==> config.mk <==
export PLATFORM = sky130hd
export DESIGN_NAME = sm_minmax_tracker_flat
export DESIGN_NICKNAME = d
export VERILOG_FILES = /design/src/rtl/sm_pkg.sv /design/src/rtl/sm_minmax_tracker_if.sv /design/src/rtl/sm_compare.sv /design/src/rtl/sm_minmax_tracker.sv /design/src/flat_wrapper.sv
export SDC_FILE = /design/constraint.sdc
export NUM_CORES = 1
export LEC_CHECK = 0
export ABC_AREA = 1
export CORE_ASPECT_RATIO = 0.7
export CORE_MARGIN = 2
export CORE_UTILIZATION = 30
export DETAILED_ROUTE_END_ITERATION = 8
export DONT_BUFFER_PORTS = 1
export PLACE_DENSITY = 0.44
export SLEW_MARGIN = 20
export SYNTH_ARGS = -nofsm -noshare
export SYNTH_HDL_FRONTEND = slang
export SYNTH_SLANG_ARGS = --single-unit
==> constraint.sdc <==
create_clock -name clk -period 3.85 [get_ports clk]
set_input_delay 0.5775 -clock clk [delete_from_list [all_inputs] [get_ports clk]]
set_output_delay 0.5775 -clock clk [all_outputs]
set_load 0.03 [all_outputs]
Fig. 1: cell placement
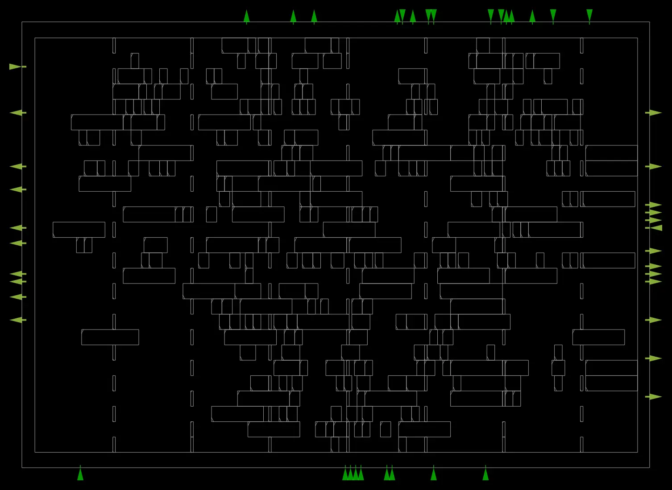
sequential cell area share: 38.7%
flip-flops: 41
row cnt: 27

Fig. 2: cell sizes after repair
(2 px per um)
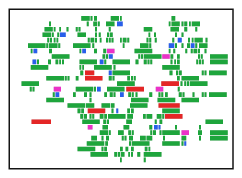
color	size	cells
green	_0 and _1 cells	264
blue	_2 cells	18
magenta	_3 and _4 cells	6
red	_6 and larger	8
final worst slack: 1.74 ns
design area: 0.00265 mm2
non-clock buffer count: 1

==> metrics.csv <==
metric,value,unit
status,"complete, no violations",
final_cells,397,
power.total,0.00242,W
dpl_cell_area,0.00245,mm2
seq_power_share,43.5,%
skew,0.00437,ns
cp.depth,12,
fin_setup_tns,0,ns
routed_wirelength,6050,um
syn_area_per_cell,8.15,um2
drt-pass1-iter-count,4,
warnings,27,
min_period_over_period,54.7,%
gp_congestion,0.805,
ir_worst_vdd,0.000350,V
antenna_found_initial,0,
root_buffer,clkbuf_16,
diodes,0,
slew_violations,0,
rsz0062_at_grt,false,
yosysWarnings,0,
slowest_delay,0.60,ns
ys.flop_type,dfrtp_1,
synth_area,0.00241,mm2
clock_sinks,41,
grt_pass1_vias,1804,
setup_viol,0,
first_iter_violations,141,
synthArstFlopShare,100,%
num_io_pins,47,
dp.final_hpwl,4520,um
grt_overflow_total,0,
grt_use_total,15.1,%
drt-wirelength-per-cell,15.2,um
crit_path_start_kind,flip-flop,
yosysSeqAreaShare,42.6,%
hold_violations,0,
leakage,1.39,nW
crit_path_end_kind,flip-flop,
p_sw,0.00118,W
area_delta_synth_final,10.1,%
p_per_area,911,mW/mm2
ys_top_cells_by_area,"dfrtp_1, nand2_1, ha_1, nand3_1, inv_1",
grt_max_degree,42,
die_h,79.0,um
min_period,2.11,ns
die_area,0.00878,mm2
cp_max_fo,14,
placed_cells,388,
top_cell,nand2_1,
cp_top_family,simple AND/OR/NAND/NOR gates,
cts_tree,built,
yosys-stat-cells,296,
pwr-share-clk,20.2,%
pwr-share-comb,36.3,%
drive_gt1_share,10.8,%
cts_buffers,5,
cp.buffers_inverters,1,
critPathRequiredTime,4.02,ns
comb_area,0.00116,mm2
cts_buffer_depth,2,
synth_cells,296,
die_w,111,um
synthTopCellsByCount,"nand2_1, dfrtp_1, nand3_1",
maxCapViolCount,0,
htree_levels,2,
clkTransAtPathRegs,0.06,ns
synth_top_cell_by_area,dfrtp_1,
nFillCells,836,
cp_common_cell,nand2_1,
ff2ff_path_depth,12,
crit_slowest_cell,dfrtp_1,
relSlewSlack,62.9,%
synth_flops,41,
seq_area,0.00103,mm2
internal_power,0.00124,W
via_per_inst,4.57,
edf_count,0,
p_sw_share,48.6,%
port_buffers,0,
hold_path.class,in -> async,
top_cell_area_share,42.6,%
synth_nets,331,
arrival,2.28,ns
ys_area,0.00241,mm2
worstSkewPairLatency,0.28,ns
grt_pass1_wl,10300,um
synthDistinctLibCells,28,
crit_chain,inv_1 -> ha_1 -> nand2_1 -> nand2_1 -> a21oi_1 -> nand2_1 -> a21oi_2 -> nand2_1 -> nand2_4 -> nand2_4 -> nand2_1 -> nand2_1,
timing_worst_setup_path_type,reg -> reg,
fp_util,30.8,%
ff2ff_setup_slack,1.74,ns
detail-route-antenna-nets,0,
coreArea,0.00784,mm2
fmax,475,MHz
vias,1813,
drc,0,
holdWs,0.137,ns
worst_slew_pin_slew,0.555,ns
cts-resized-gates,0,
-- layout by cell type (no fill, tap or decap), types with 2 or more instances in the layout --
| master | n |
|---|---|
| nand3b_1 | 2 |
| a21oi_1 | 8 |
| inv_2 | 3 |
| clkbuf_16 | 5 |
| nand3_1 | 36 |
| ha_1 | 17 |
| xor2_1 | 4 |
| a21oi_2 | 3 |
| nand2_1 | 81 |
| nand2_2 | 10 |
| nor2_1 | 20 |
| nand2_4 | 4 |
| xnor2_1 | 5 |
| dfrtp_1 | 41 |
| inv_1 | 31 |
| nand4_1 | 7 |
| o21ai_0 | 7 |
-- timing repair --
| item | 4_1_cts | 5_1_grt |
|---|---|---|
| hold endpoints to repair | 41 | 0 |
| buffers inserted | 0 | 0 |
| hold buffers | 1 | 0 |
-- cells by family (layout without fill, tap and decap cells) --
kind of cell    Yosys count  after routing  synth area share (%)
compound gates           19             19                  4.41
xor+xnor                  9              9                  3.27
fa+ha+maj                17             17                  8.82
buf+inv                  44             44                  9.13
flops                    41             41                  42.6
simple gates            166            166                  31.8
-- through the flow --
stage / worst slack (ns) / util [%]
finish: 1.74 / 33.9
global placement: 1.74 / 31.3
CTS: 1.72 / 33.9
global route: 1.51 / 33.9
floorplan: 1.94 / -
detailed placement: 1.73 / 31.3
-- cell type report --
class                   instances  area share [%]
clock buffers                   6            5.23
clock inverters                 2            1.41
inverters                      35            5.00
multi-input cells             211            43.9
flip-flops and latches         41            38.7
well taps                     101            4.76
repair buffers                  1            1.04
-- routing by layer --
metal | GRT usage [%] | wire, um
met1 | 23.1 | 3280
met2 | 18.7 | 2200
met3 | 7.02 | 536
met4 | 3.70 | 30
met5 | 0 | 0
-- power by group through the flow --
stage                     Combinational [W]  Sequential, W  Clock, W
after global routing                0.00104        0.00109  0.000531
final                              0.000878        0.00105  0.000489
after detailed placement           0.000875        0.00107         0
after floorplan                    0.000788       0.000988         0
after global placement             0.000865        0.00107         0
after CTS                          0.000891        0.00106  0.000504
-- worst reg2reg max path, cell delays in order (launching register included) --
cell	delay [ns]
dfrtp_1	0.60
inv_1	0.09
ha_1	0.32
nand2_1	0.06
nand2_1	0.06
a21oi_1	0.12
nand2_1	0.09
a21oi_2	0.12
nand2_1	0.09
nand2_4	0.16
nand2_4	0.14
nand2_1	0.10
nand2_1	0.05
Power is estimated from default activity; no workload was simulated.
